$ cat config.mk
export PLATFORM = sky130hd
export DESIGN_NAME = ysyx_22040759_mem_stage
export DESIGN_NICKNAME = d
export VERILOG_FILES = /design/src/rtl/ysyx_22040759_pkg.sv /design/src/rtl/ysyx_22040759_lsu_align.sv /design/src/rtl/ysyx_22040759_mem_stage.sv
export SDC_FILE = /design/constraint.sdc
export NUM_CORES = 1
export LEC_CHECK = 0
export CORE_AREA = 5 5 249 251
export CTS_CLUSTER_SIZE = 8
export DETAILED_ROUTE_END_ITERATION = 10
export DIE_AREA = 0 0 254 256
export PLACE_DENSITY = 0.56
export SLEW_MARGIN = 20
export SYNTH_ARGS = -nofsm -noshare
export SYNTH_HDL_FRONTEND = slang
export SYNTH_SLANG_ARGS = --single-unit
$ cat constraint.sdc
create_clock -name clk -period 3.9 [get_ports clk]
set_input_delay 0.78 -clock clk [delete_from_list [all_inputs] [get_ports clk]]
set_output_delay 0.78 -clock clk [all_outputs]
set_load 0.02 [all_outputs]
$ cat src/rtl/ysyx_22040759_pkg.sv
// Shared definitions for the memory stage: FSM states, load/store func3 codes, NOP encoding.
package ysyx_22040759_pkg;

    typedef enum logic [1:0] {
        StIdle = 2'd0,
        StReq  = 2'd1,
        StWait = 2'd2,
        StDone = 2'd3
    } ms_state_e;

    // func3 codes for loads/stores; bits [1:0] give the access size
    localparam logic [2:0] F3_B  = 3'b000;
    localparam logic [2:0] F3_H  = 3'b001;
    localparam logic [2:0] F3_W  = 3'b010;
    localparam logic [2:0] F3_D  = 3'b011;
    localparam logic [2:0] F3_BU = 3'b100;
    localparam logic [2:0] F3_HU = 3'b101;
    localparam logic [2:0] F3_WU = 3'b110;

    localparam logic [31:0] NOP_INST = 32'h0000_0013;

    // True when the low address bits are not a multiple of the access size
    function automatic logic is_misaligned(input logic [2:0] off, input logic [1:0] size);
        logic res;
        case (size)
            2'd0:    res = 1'b0;
            2'd1:    res = off[0];
            2'd2:    res = |off[1:0];
            default: res = |off;
        endcase
        return res;
    endfunction

endpackage

$ cat src/rtl/ysyx_22040759_lsu_align.sv
// Lane alignment: store data/strobe placement and load data extraction with sign/zero extension.
module ysyx_22040759_lsu_align
    import ysyx_22040759_pkg::*;
#(
    parameter int XLEN = 64
) (
    input  logic [2:0]                func3_i,
    input  logic [$clog2(XLEN/8)-1:0] off_i,
    input  logic [XLEN-1:0]           st_data_i,
    input  logic [XLEN-1:0]           ld_raw_i,
    output logic [XLEN-1:0]           wdata_o,
    output logic [XLEN/8-1:0]         wstrb_o,
    output logic [XLEN-1:0]           ld_data_o
);
    localparam int NB   = XLEN / 8;
    localparam int OFFW = $clog2(NB);

    logic [OFFW+2:0] shamt;
    logic [XLEN-1:0] st_mask;
    logic [NB-1:0]   strb_base;
    logic [XLEN-1:0] ld_sh;

    assign shamt = {off_i, 3'b000};

    // Store: mask data to access size, then shift data and strobe into the addressed lane
    always_comb begin
        st_mask   = '1;
        strb_base = '1;
        case (func3_i[1:0])
            2'b00: begin
                st_mask   = XLEN'(8'hFF);
                strb_base = NB'(1'b1);
            end
            2'b01: begin
                st_mask   = XLEN'(16'hFFFF);
                strb_base = NB'(2'b11);
            end
            2'b10: begin
                st_mask   = XLEN'(32'hFFFF_FFFF);
                strb_base = NB'(4'hF);
            end
            default: begin
                st_mask   = '1;
                strb_base = '1;
            end
        endcase
        wdata_o = (st_data_i & st_mask) << shamt;
        wstrb_o = strb_base << off_i;
    end

    // Load: bring the addressed bytes down to bit 0, then extend per func3
    always_comb begin
        ld_sh = ld_raw_i >> shamt;
        case (func3_i)
            F3_B:    ld_data_o = XLEN'($signed(ld_sh[7:0]));
            F3_H:    ld_data_o = XLEN'($signed(ld_sh[15:0]));
            F3_W:    ld_data_o = XLEN'($signed(ld_sh[31:0]));
            F3_BU:   ld_data_o = XLEN'(ld_sh[7:0]);
            F3_HU:   ld_data_o = XLEN'(ld_sh[15:0]);
            F3_WU:   ld_data_o = XLEN'(ld_sh[31:0]);
            F3_D:    ld_data_o = ld_sh;
            default: ld_data_o = ld_sh;
        endcase
    end

endmodule

$ cat src/rtl/ysyx_22040759_mem_stage.sv
// Memory pipeline stage: latches the EX result, issues at most one data-bus access per
// instruction, and hands the aligned result to WB.
// Optional: define YSYX_22040759_MISALIGN_CHK_EN to flag size-misaligned accesses on ms_misalign.
module ysyx_22040759_mem_stage
    import ysyx_22040759_pkg::*;
#(
    parameter int XLEN   = 64,
    parameter int ADDR_W = 32
) (
    input  logic              clk,
    input  logic              rst,
    input  logic              es_to_ms_valid,
    output logic              ms_allowin,
    input  logic [XLEN-1:0]   es_pc,
    input  logic [XLEN-1:0]   es_alu_result,
    input  logic [XLEN-1:0]   es_src2,
    input  logic [31:0]       es_inst,
    input  logic [2:0]        es_func3,
    input  logic              es_mem_ren,
    input  logic              es_mem_wen,
    input  logic              es_reg_wen,
    input  logic [4:0]        es_rd,
    input  logic [1:0]        es_wreg_sel,
    input  logic              ws_allowin,
    output logic              ms_to_ws_valid,
    output logic [XLEN-1:0]   ms_pc,
    output logic [XLEN-1:0]   ms_alu_result,
    output logic [XLEN-1:0]   ms_rdata,
    output logic [31:0]       ms_inst,
    output logic              ms_reg_wen,
    output logic [4:0]        ms_rd,
    output logic [1:0]        ms_wreg_sel,
`ifdef YSYX_22040759_MISALIGN_CHK_EN
    output logic              ms_misalign,
`endif
    output logic              dmem_req,
    output logic              dmem_we,
    output logic [ADDR_W-1:0] dmem_addr,
    output logic [XLEN-1:0]   dmem_wdata,
    output logic [XLEN/8-1:0] dmem_wstrb,
    input  logic              dmem_gnt,
    input  logic              dmem_rvalid,
    input  logic [XLEN-1:0]   dmem_rdata
);
    localparam int NB   = XLEN / 8;
    localparam int OFFW = $clog2(NB);
    localparam logic [ADDR_W-1:0] ALIGN_MASK = ~ADDR_W'(NB - 1);

    ms_state_e         state_q, state_d;
    logic              ms_valid_q, ms_valid_d;
    logic [XLEN-1:0]   pc_q, alu_q, src2_q, rdata_q;
    logic [31:0]       inst_q;
    logic [2:0]        func3_q;
    logic              ren_q, wen_q, reg_wen_q, misalign_q;
    logic [4:0]        rd_q;
    logic [1:0]        wsel_q;

    logic              accept, mem_in, misalign_in, ms_ready_go;
    logic [XLEN-1:0]   al_wdata, al_ldata;
    logic [NB-1:0]     al_wstrb;

    assign mem_in = es_mem_ren | es_mem_wen;
`ifdef YSYX_22040759_MISALIGN_CHK_EN
    assign misalign_in = mem_in && is_misaligned(es_alu_result[2:0], es_func3[1:0]);
    assign ms_misalign = ms_valid_q && misalign_q;
`else
    assign misalign_in = 1'b0;
`endif

    // Handshake: a mem op is ready only in DONE; a non-mem op is ready as soon as it is held
    always_comb begin
        ms_ready_go    = (state_q == StDone) || (ms_valid_q && !(ren_q || wen_q));
        ms_allowin     = !ms_valid_q || (ms_ready_go && ws_allowin);
        ms_to_ws_valid = ms_valid_q && ms_ready_go;
        accept         = es_to_ms_valid && ms_allowin;
        ms_valid_d     = ms_allowin ? es_to_ms_valid : ms_valid_q;
    end

    // Access sequencing; misaligned ops (when checked) skip the bus and go straight to DONE
    always_comb begin
        state_d = state_q;
        case (state_q)
            StIdle: if (accept && mem_in) state_d = misalign_in ? StDone : StReq;
            StReq:  if (dmem_gnt) state_d = wen_q ? StDone : StWait;
            StWait: if (dmem_rvalid) state_d = StDone;
            StDone: begin
                if (ms_to_ws_valid && ws_allowin) begin
                    if (accept && mem_in) state_d = misalign_in ? StDone : StReq;
                    else                  state_d = StIdle;
                end
            end
            default: state_d = StIdle;
        endcase
    end

    // State and pipeline registers; payload only changes on accept so it holds under stall
    always_ff @(posedge clk or negedge rst) begin
        if (!rst) begin
            state_q    <= StIdle;
            ms_valid_q <= 1'b0;
            pc_q       <= '0;
            alu_q      <= '0;
            src2_q     <= '0;
            rdata_q    <= '0;
            inst_q     <= NOP_INST;
            func3_q    <= '0;
            ren_q      <= 1'b0;
            wen_q      <= 1'b0;
            reg_wen_q  <= 1'b0;
            misalign_q <= 1'b0;
            rd_q       <= '0;
            wsel_q     <= '0;
        end else begin
            state_q    <= state_d;
            ms_valid_q <= ms_valid_d;
            if (accept) begin
                pc_q       <= es_pc;
                alu_q      <= es_alu_result;
                src2_q     <= es_src2;
                rdata_q    <= '0;
                inst_q     <= es_inst;
                func3_q    <= es_func3;
                ren_q      <= es_mem_ren;
                wen_q      <= es_mem_wen;
                reg_wen_q  <= es_reg_wen;
                misalign_q <= misalign_in;
                rd_q       <= es_rd;
                wsel_q     <= es_wreg_sel;
            end else if (state_q == StWait && dmem_rvalid) begin
                rdata_q <= dmem_rdata;
            end
        end
    end

    ysyx_22040759_lsu_align #(
        .XLEN(XLEN)
    ) u_align (
        .func3_i   (func3_q),
        .off_i     (alu_q[OFFW-1:0]),
        .st_data_i (src2_q),
        .ld_raw_i  (rdata_q),
        .wdata_o   (al_wdata),
        .wstrb_o   (al_wstrb),
        .ld_data_o (al_ldata)
    );

    // Bus and WB-facing outputs, all derived from registered state
    always_comb begin
        dmem_req      = (state_q == StReq);
        dmem_we       = dmem_req && wen_q;
        dmem_addr     = alu_q[ADDR_W-1:0] & ALIGN_MASK;
        dmem_wdata    = al_wdata;
        dmem_wstrb    = dmem_we ? al_wstrb : '0;
        ms_pc         = pc_q;
        ms_alu_result = alu_q;
        ms_rdata      = ms_valid_q ? al_ldata : '0;
        ms_inst       = ms_valid_q ? inst_q : NOP_INST;
        ms_reg_wen    = ms_valid_q && reg_wen_q && !misalign_q;
        ms_rd         = rd_q;
        ms_wreg_sel   = wsel_q;
    end

endmodule

Metal 1:
Drawn at 2 px/µm. Supply wires on this layer in gray. Cells faint in the background.
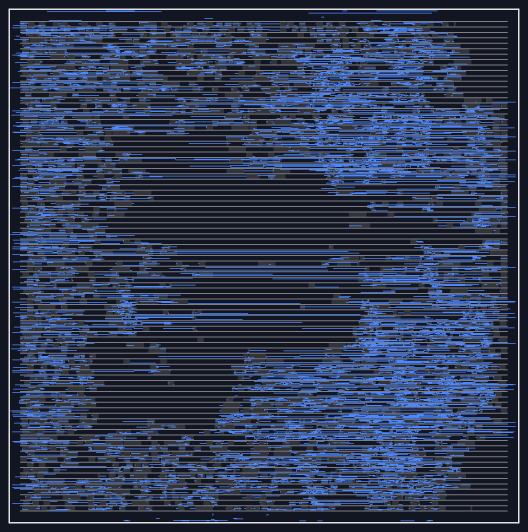
main direction = horizontal
wire length on this layer = 27.8 mm

The metal 2 layer:
Drawn at 2 px/µm.
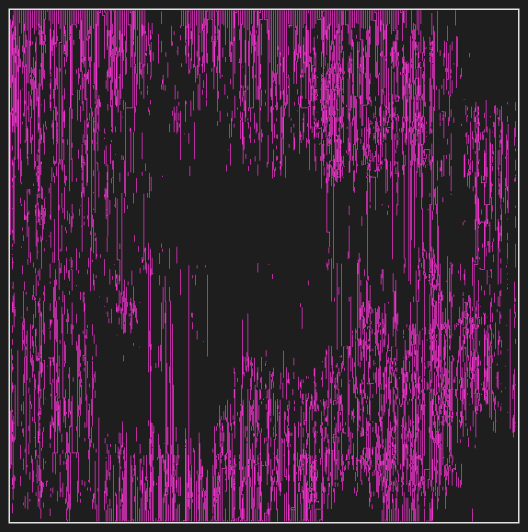
share of all routed wire = 47%
nets with wire on the layer = 2202

Met3 routing:
Drawn at 2 px/µm. Cells faint in the background.
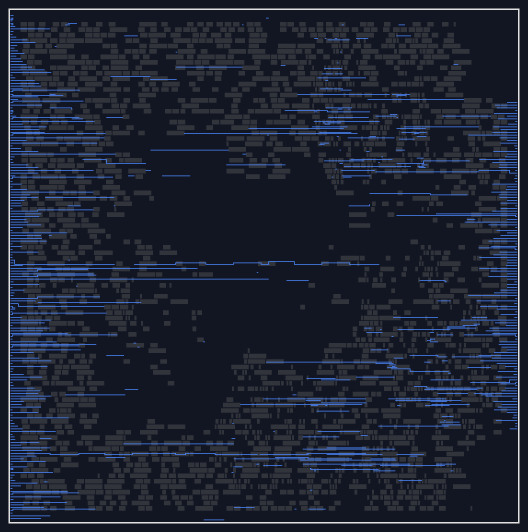
share of all routed wire = 9.8%
longest straight run = 129 µm
main direction = horizontal
wire length on this layer = 6770 µm
met3 routing resource usage after global routing: 0.0691
total routed wirelength: 69400 µm
total via count in the routed design: 14600

==> out/summary.log <==
qor: setup_path.critical_path_arrival 3060 ps
qor: clock_tree.clockRootBuffer clkbuf_16
qor: global_routing.vias_in_the_first_global_route 15200
qor: global_routing.globalRouteOverflowTotal 0
qor: global_routing.grt_max_degree 107
qor: synthesis.yosys_warnings 0
qor: synthesis.mux_share 0.262
qor: run_status.status finished, final reports clean
qor: routing.post_drt_antenna_nets 0
qor: synthesis.netlist_logic_family_top multiplexers
qor: synthesis.top_cells_by_area dfrtp_1 45%, mux2_2 17%, a21oi_1 5.7%
qor: final_layout.most-common-layout-cells 611 x clkdlybuf4s50_1, 296 x dfrtp_1, 249 x mux2_2
qor: setup_path.critPathMaxStageDelay 670 ps
qor: timing.max_slew.worst_pin.slew 881 ps
qor: pwr.vdd_ir_drop_max 0.615 mV
qor: placement.buffer_ports.inserted 643
qor: final_layout.signal_buffers 711
qor: clock_tree.cts.sinks 304
qor: pwr.power.combinational.total 16.1 mW
qor: timing.fin_ws 59.9 ps
qor: final_layout.area.share.combinational 0.317
qor: global_routing.grt_pass1_wl 101000 µm
qor: run.max_cap_viol_count 0
qor: timing.skew 14.3 ps
qor: final_layout.layout_top_cell clkdlybuf4s50_1
qor: setup_path.crit_slowest_cell clkdlybuf4s50_1
Met4 routing:
Drawn at 1.5 px/µm. Supply wires on this layer in gray. Cells faint in the background.
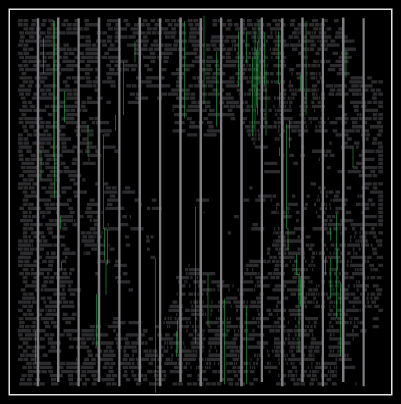
wire length on this layer = 1990 µm
share of all routed wire = 2.9%
nets with wire on the layer = 33
main direction = vertical
longest straight run = 118 µm

Routing congestion map:
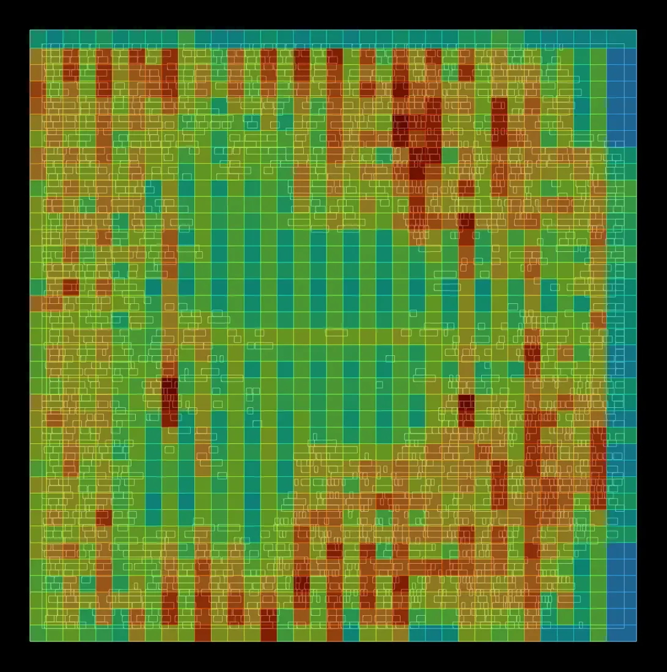
Final Util: 0.420
average wire per cell in the routed design: 23.7 µm
met2 track demand over resource: 0.331
Most Used Layer, Global Route: met2

Power figures rest on the tool's default switching activity, not on a simulated workload.
